**src/rtl/dino_pkg.sv**
```systemverilog
// Shared encodings for the dino game controller: game states, jump phases
// and the saturation ceiling of the 4-digit BCD score.
package dino_pkg;

  typedef enum logic [1:0] {
    ST_IDLE = 2'd0,
    ST_RUN  = 2'd1,
    ST_OVER = 2'd2
  } game_st_t;

  typedef enum logic [1:0] {
    J_GROUND = 2'd0,
    J_RISE   = 2'd1,
    J_PEAK   = 2'd2,
    J_FALL   = 2'd3
  } jump_st_t;

  localparam logic [15:0] BCD_MAX = 16'h9999;

endpackage

```
**src/rtl/bcd_counter4.sv**
```systemverilog
// Four-digit BCD up-counter with synchronous clear; holds at 9999 instead of
// wrapping so a long game never reads back as a low score.
module bcd_counter4
  import dino_pkg::*;
(
  input  logic        clk,
  input  logic        reset,
  input  logic        clear,
  input  logic        inc,
  output logic [15:0] value
);

  logic [15:0] nxt;
  logic        carry;

  // Ripple the increment from the units digit upward, stopping at the first
  // digit that does not roll over from 9.
  always_comb begin
    nxt   = value;
    carry = inc && (value != BCD_MAX);
    for (int d = 0; d < 4; d++) begin
      if (carry) begin
        if (value[d*4 +: 4] == 4'd9) begin
          nxt[d*4 +: 4] = 4'd0;
        end else begin
          nxt[d*4 +: 4] = value[d*4 +: 4] + 4'd1;
          carry         = 1'b0;
        end
      end
    end
  end

  always_ff @(posedge clk) begin
    if (!reset) begin
      value <= '0;
    end else if (clear) begin
      value <= '0;
    end else begin
      value <= nxt;
    end
  end

endmodule

```
**src/rtl/dino_game_ctrl.sv**
```systemverilog
// Dino game controller: game FSM (IDLE/RUN/OVER), jump FSM, collision
// detection, BCD score and high score, all stepped by the shared game tick.
module dino_game_ctrl
  import dino_pkg::*;
#(
  parameter int DINO_COL = 0,
  parameter int JUMP_H   = 3,
  parameter int HANG     = 2
) (
  input  logic        clk,
  input  logic        reset,
  input  logic        tick,
  input  logic [7:0]  down,
  input  logic        start_btn,
  input  logic        jump_btn,
  output logic [2:0]  dino_h,
  output logic        running,
  output logic        game_over,
  output logic        collide,
  output logic [15:0] score_bcd,
  output logic [15:0] hi_score_bcd
);

  game_st_t    st, st_nx;
  jump_st_t    js, js_nx;
  logic [2:0]  h_nx;
  logic [2:0]  hang, hang_nx;
  logic        pend, pend_nx;
  logic        coll_nx;
  logic [15:0] hi_nx;
  logic        score_clr, score_inc;
  logic        score_gt, decided;
  logic        down_unused;

  assign down_unused = ^down;
  assign running     = (st == ST_RUN);
  assign game_over   = (st == ST_OVER);

  bcd_counter4 u_score (
    .clk   (clk),
    .reset (reset),
    .clear (score_clr),
    .inc   (score_inc),
    .value (score_bcd)
  );

  // BCD magnitude compare: the first differing digit from the top decides.
  always_comb begin
    score_gt = 1'b0;
    decided  = 1'b0;
    for (int d = 3; d >= 0; d--) begin
      if (!decided && (score_bcd[d*4 +: 4] != hi_score_bcd[d*4 +: 4])) begin
        score_gt = (score_bcd[d*4 +: 4] > hi_score_bcd[d*4 +: 4]);
        decided  = 1'b1;
      end
    end
  end

  always_comb begin
    st_nx     = st;
    js_nx     = js;
    h_nx      = dino_h;
    hang_nx   = hang;
    pend_nx   = pend;
    coll_nx   = 1'b0;
    hi_nx     = hi_score_bcd;
    score_clr = 1'b0;
    score_inc = 1'b0;
    unique case (st)
      ST_IDLE, ST_OVER: begin
        if (start_btn) begin
          st_nx     = ST_RUN;
          score_clr = 1'b1;
          js_nx     = J_GROUND;
          h_nx      = 3'd0;
          hang_nx   = 3'd0;
          pend_nx   = 1'b0;
        end
      end
      ST_RUN: begin
        pend_nx = pend | jump_btn;
        if (tick) begin
          // Collision beats a same-tick launch, so the dino never leaves the ground.
          if (down[DINO_COL] && (dino_h == 3'd0)) begin
            st_nx   = ST_OVER;
            coll_nx = 1'b1;
            if (score_gt) hi_nx = score_bcd;
          end else begin
            score_inc = 1'b1;
            unique case (js)
              J_GROUND: begin
                if (pend) begin
                  pend_nx = jump_btn;
                  h_nx    = 3'd1;
                  if (JUMP_H <= 1) begin
                    js_nx   = (HANG == 0) ? J_FALL : J_PEAK;
                    hang_nx = 3'(HANG);
                  end else begin
                    js_nx = J_RISE;
                  end
                end
              end
              J_RISE: begin
                h_nx = dino_h + 3'd1;
                if ((dino_h + 3'd1) == 3'(JUMP_H)) begin
                  js_nx   = (HANG == 0) ? J_FALL : J_PEAK;
                  hang_nx = 3'(HANG);
                end
              end
              J_PEAK: begin
                hang_nx = hang - 3'd1;
                if (hang <= 3'd1) js_nx = J_FALL;
              end
              J_FALL: begin
                h_nx = dino_h - 3'd1;
                if (dino_h == 3'd1) js_nx = J_GROUND;
              end
            endcase
          end
        end
      end
      default: st_nx = ST_IDLE;
    endcase
  end

  always_ff @(posedge clk) begin
    if (!reset) begin
      st           <= ST_IDLE;
      js           <= J_GROUND;
      dino_h       <= 3'd0;
      hang         <= 3'd0;
      pend         <= 1'b0;
      collide      <= 1'b0;
      hi_score_bcd <= '0;
    end else begin
      st           <= st_nx;
      js           <= js_nx;
      dino_h       <= h_nx;
      hang         <= hang_nx;
      pend         <= pend_nx;
      collide      <= coll_nx;
      hi_score_bcd <= hi_nx;
    end
  end

endmodule
```
**config.mk**
```make
export PLATFORM = sky130hd
export DESIGN_NAME = dino_game_ctrl
export DESIGN_NICKNAME = d
export VERILOG_FILES = /design/src/rtl/dino_pkg.sv /design/src/rtl/bcd_counter4.sv /design/src/rtl/dino_game_ctrl.sv
export SDC_FILE = /design/constraint.sdc
export NUM_CORES = 1
export LEC_CHECK = 0
export ABC_CLOCK_PERIOD_IN_PS = 5300
export CORE_ASPECT_RATIO = 1.2
export CORE_UTILIZATION = 46
export CTS_CLUSTER_DIAMETER = 100
export DETAILED_ROUTE_END_ITERATION = 8
export DONT_BUFFER_PORTS = 1
export HOLD_SLACK_MARGIN = 0.03
export PLACE_DENSITY = 0.59
export SYNTH_ARGS = -nofsm -noshare
export SYNTH_HDL_FRONTEND = slang
export SYNTH_HIERARCHICAL = 1
export SYNTH_SLANG_ARGS = --single-unit
```
**constraint.sdc**
```tcl
create_clock -name clk -period 5.3 [get_ports clk]
set_input_delay 0.53 -clock clk [delete_from_list [all_inputs] [get_ports clk]]
set_output_delay 0.53 -clock clk [all_outputs]
set_load 0.005 [all_outputs]
```
### Port wiring, run 1

Drawn at 3 px/um.
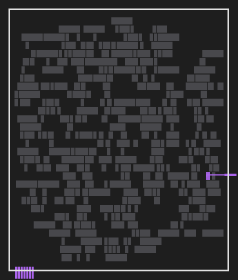
| color | port | bits | direction | edge | end cells | buffers | wire |
|---|---|---|---|---|---|---|---|
| purple | `down` | 8 | input | 7 south, 1 east | 1 | 0 | 7.20 um |

### Sizing map, run 1

Drawn at 6 px/um.
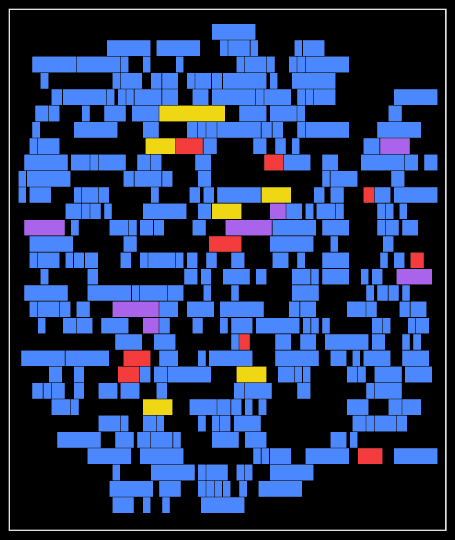
| color | size | cells | share |
|---|---|---|---|
| red | _2 cells | 9 | 2.8% |
| purple | _3 and _4 cells | 7 | 2.1% |
| yellow | _6 and larger | 6 | 1.8% |
| blue | _0 and _1 cells | 305 | 93% |

==> flow_metrics.env, run 1 <==
# flow metrics
export IMPL_worstHoldStart="reset"
export IMPL_p_comb_share_pct=6.0
export IMPL_routed_wl_um=5990
export IMPL_grt_max_degree=47
export IMPL_grt_pass1_vias=2175
export IMPL_slew_violations=0
export IMPL_r2r_end="u_score/value[15]"
export IMPL_ys_ff=44
export IMPL_fin_crit_sh_pct=52.4
export IMPL_lay_top_cells="nand2_1 (54), dfxtp_1 (44), inv_1 (30)"
export IMPL_coreArea_um2=5710
export IMPL_worst_path_stages=9
export IMPL_critical_path_max_stage_delay_ns=0.51
export IMPL_power_leader="sequential cells"
export IMPL_syn_avg_cell_area_um2=8.34
export IMPL_min_period_ns=2.77
export IMPL_whs_endpoint="pend"
export IMPL_path_delay_family="simple AND/OR/NAND/NOR gates"
export IMPL_yosys_most_used_dff="dfxtp_1"
export IMPL_fp_dieH_um=86.6
export IMPL_setup_viol=0
export IMPL_top_area_share_pct=32.1
export IMPL_comb_cells=243
export IMPL_switching_power_w=0.000152
export IMPL_h_tree_depth=2
export IMPL_clock_tree_area_fraction_pct=3.82
export IMPL_intPower_w=0.000487
export IMPL_layout_top_cell="nand2_1"
export IMPL_clk_power_w=0.000261
export IMPL_synthAoiAreaFrac_pct=16.3
export IMPL_ys_sh_mux_pct=6.20
export IMPL_flop_area_um2=881
export IMPL_status="complete, no violations"
export IMPL_ys_sh_simple_pct=26.1
export IMPL_worst_setup_path_type="flop to flop"
export IMPL_worstSetupEndpoint="u_score/value[15]"
export IMPL_die_w_um=72.5
export IMPL_tightest_slew_ns=0.810
export IMPL_vias=2268
export IMPL_gp_congestion=0.755
export IMPL_synthArstFlopShare_pct=0
export IMPL_ys_seq_share_pct=32.1
export IMPL_clockBufferDepth=2
### Gate families picked out, run 1

Drawn at 6 px/um.
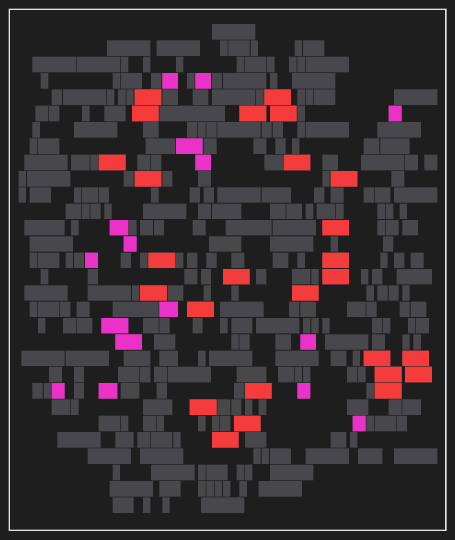
| color | family | cells |
|---|---|---|
| red | fa/ha/maj cells | 26 |
| magenta | and/or cells | 16 |

[run 1: metrics by stage]
stage	area [um2]	setup WS (ns)	hold WS, ns	power [W]	cells
floorplan	2740	3.10	0.452	0.000380	329
global placement	2800	2.64	0.463	0.000384	399
detailed placement	2800	2.58	0.468	0.000385	399
CTS	2910	2.55	0.325	0.000646	407
global route	2910	2.35	0.325	0.000668	407
finish	2910	2.53	0.347	0.000639	407
[run 1: per-layer routing]
layer  global-route usage [%]  wire length [um]
met3                     3.49               159
met5                        0                 0
met2                     36.7              3030
met1                     25.1              2710
met4                     6.60                82
[run 1: state kept, by name, indices dropped and copies added, names as in the netlist]
name           count
js                 2
pend               1
collide            1
dino_h             3
u_score/value     16
st                 2
hi_score_bcd      16
hang               3
==> run 2: changes to the inputs <==
- ABC_CLOCK_PERIOD_IN_PS: 5300 -> 2650
- clock period: 5.3 -> 2.65 ns (I/O delays scaled with it)
### Sizing map, run 2

Drawn at 6 px/um.
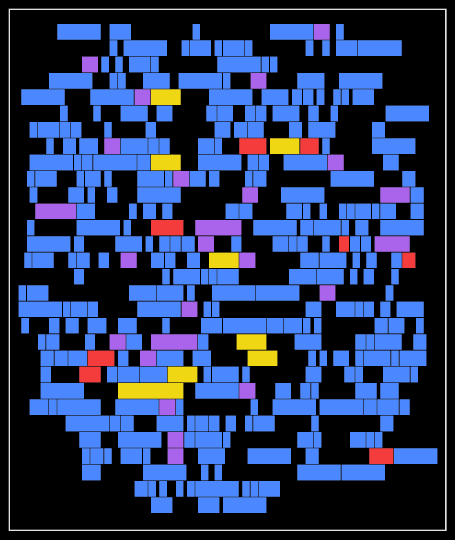
| color | size | cells | share |
|---|---|---|---|
| red | _2 cells | 8 | 2.3% |
| purple | _3 and _4 cells | 24 | 7.0% |
| yellow | _6 and larger | 8 | 2.3% |
| blue | _0 and _1 cells | 305 | 88% |

==> run 2 against run 1 <==
  * Clock power up 120%
  * Sequential power up 100%
  * Routed wire length down 0.25%
  * Clock skew up 0.0042 ns
  * Die size unchanged
  * Final cell count up 4.4%
  * Non-clock buffer count up 18
  * Synthesized cell count unchanged
  * Power up 110%
  * Fmax up 15%
  * Core utilization up 2.6 points
  * Via count up 1.8%
  * Critical endpoint is now hi_score_bcd[9]
  * Largest power group unchanged
==> flow_metrics.env, run 2 <==
# flow metrics
export IMPL_synthAoiAreaFrac_pct=16.3
export IMPL_grt_max_degree=47
export IMPL_ys_seq_share_pct=32.1
export IMPL_switching_power_w=0.000297
export IMPL_path_delay_family="simple AND/OR/NAND/NOR gates"
export IMPL_status="complete, no violations"
export IMPL_ys_sh_simple_pct=26.1
export IMPL_worst_setup_path_type="flop to flop"
export IMPL_top_layer="met4"
export IMPL_dp_cells=417
export IMPL_final_cell_area_um2=3060
export IMPL_yosys_most_used_dff="dfxtp_1"
export IMPL_p_comb_share_pct=6.2
export IMPL_syn_avg_cell_area_um2=8.34
export IMPL_vias=2308
export IMPL_clk_power_w=0.000570
export IMPL_flop_area_um2=881
export IMPL_fp_dieH_um=86.6
export IMPL_gp_congestion=0.785
export IMPL_comb_cells=243
export IMPL_top_area_share_pct=32.1
export IMPL_whs_ns=0.0853
export IMPL_die_w_um=72.5
export IMPL_synthArstFlopShare_pct=0
export IMPL_routed_wl_um=5970
export IMPL_totalPowerFinal_w=0.00133
export IMPL_critical_path_max_stage_delay_ns=0.65
export IMPL_grt_busiest_layer="met2"
export IMPL_lay_top_cells="nand2_1 (54), dfxtp_1 (44), inv_1 (30)"
export IMPL_grt_use_met2_pct=35.9
export IMPL_clock_tree_area_fraction_pct=4.13
export IMPL_met1_usage_pct=25.4
export IMPL_min_period_ns=2.42
export IMPL_met3_length_um=216
export IMPL_ys_ff=44
export IMPL_dpl_instance_area_um2=2940
export IMPL_intPower_w=0.00103
### Placed standard cells, run 2

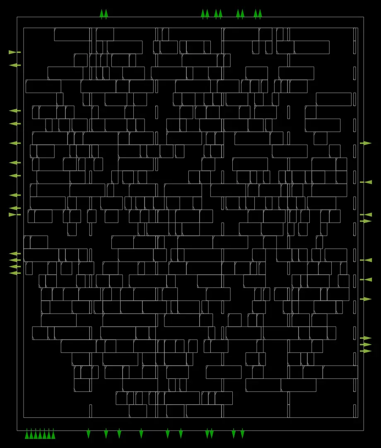
number of fill cells: 565
num rows: 30
flip-flops: 44
CORE AREA: 5710 um2
final core utilization: 53.7%

## run 2: cell counts after synthesis
Identical to the previous run, type by type.
## run 2: final timing paths
kind / endpoint / slack, ns / from / cells past startpoint
setup / recovery: hi_score_bcd[9] / 0.23 / hi_score_bcd[2] / 9
setup reg to reg: hi_score_bcd[9] / 0.23 / hi_score_bcd[2] / 9
hold reg to reg: hang[0] / 0.48 / hang[0] / 2
hold / removal: pend / 0.09 / reset / 2
## run 2: worst register-to-register path, delay by kind of cell (launching register included)
family | cells | cell delay (ns)
muxes | 1 | 0.21
buffers and inverters | 2 | 0.41
adders and majority gates | 1 | 0.31
and+or+nand+nor | 1 | 0.65
AOI/OAI and AO/OA | 4 | 0.40
DFF | 1 | 0.38
==> run 3: changes to the inputs <==
- SETUP_SLACK_MARGIN: default -> 0.5
### Sizing map, run 3

Drawn at 6 px/um.
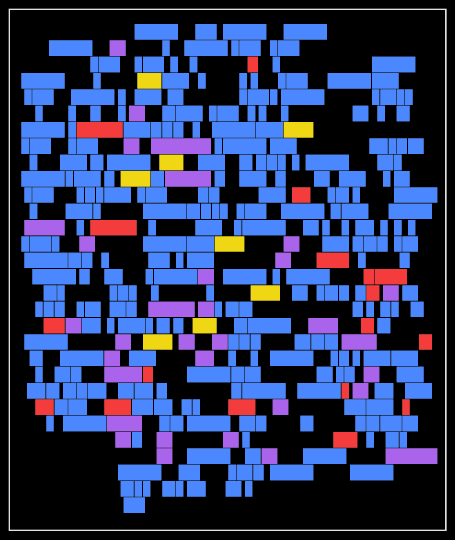
| color | size | cells | share |
|---|---|---|---|
| blue | _0 and _1 cells | 293 | 83% |
| yellow | _6 and larger | 8 | 2.3% |
| purple | _3 and _4 cells | 32 | 9.1% |
| red | _2 cells | 18 | 5.1% |

==> run 3 against run 2 <==
  * Design area is 2.5% higher
  * Sequential power is essentially flat
  * Synthesized cell count did not move
  * Sequential cell count is the same
  * Clock skew is 0.0036 ns lower
  * Combinational power rose by 9.1%
  * Area after synthesis did not move
  * Global-route usage rose by 1.6 points
  * Clock-buffer cell count down 1
==> flow_metrics.env, run 3 <==
# flow metrics
export IMPL_grt_busiest_layer="met2"
export IMPL_synthArstFlopShare_pct=0
export IMPL_reg2reg_from="hi_score_bcd[2]"
export IMPL_drt_met1_wl_um=2640
export IMPL_synthAoiAreaFrac_pct=16.3
export IMPL_cp_startpoint="hi_score_bcd[2]"
export IMPL_status="complete, no violations"
export IMPL_lay_top_cells="nand2_1 (53), dfxtp_1 (41), inv_1 (28)"
export IMPL_flop_area_um2=887
export IMPL_ys_ff=44
export IMPL_critical_path_max_stage_delay_ns=0.42
export IMPL_met3_length_um=408
export IMPL_switching_power_w=0.000285
export IMPL_top_regs="hi_score_bcd x16, u_score/value x16"
export IMPL_whs_endpoint="pend"
export IMPL_totalPowerFinal_w=0.00117
export IMPL_worst_path_stages=9
export IMPL_final_cell_area_um2=3140
export IMPL_r2r_cells=9
export IMPL_yosys_most_used_dff="dfxtp_1"
### Pin map, run 3

Drawn at 6 px/um. Pins as bars across the die edge, other pins in gray.
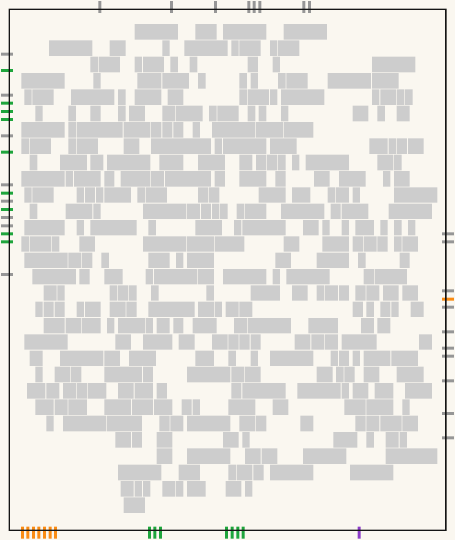
| color | port | pins | direction | edge |
|---|---|---|---|---|
| purple | `collide` | 1 | output | south |
| green | `score_bcd` | 16 | output | 9 west, 7 south |
| orange | `down` | 8 | input | 7 south, 1 east |
all pins by edge: 17 west, 15 south, 11 east, 8 north

run 3: worst register-to-register path, delay by kind of cell, from the launching register on:
family | cells | cell delay [ns]
multiplexers | 1 | 0.12
buffers and inverters | 2 | 0.24
adder cells (fa/ha/maj) | 1 | 0.30
AND/OR/NAND/NOR | 1 | 0.09
flip-flops | 1 | 0.35
AND-OR/OR-AND | 4 | 0.83
run 3: timing repair:
action                                 in CTS  in global routing
buffers inserted                            1                  3
pin swaps                                   3                  7
gates cloned                                0                  1
setup endpoints to repair                  18                 29
hold buffers                                0                  0
gates resized                               3                 17
endpoints found under the hold margin       0                  0
run 3: area by class of cell:
class	count	share of cell area, %
timing repair buffer	26	6.50
multi-input combinational	243	55.8
sequential	44	28.3
clock inverter	1	0.160
inverter	31	3.75
tap	80	3.19
clock buffer	6	2.31
Power and IR drop assume default switching activity.
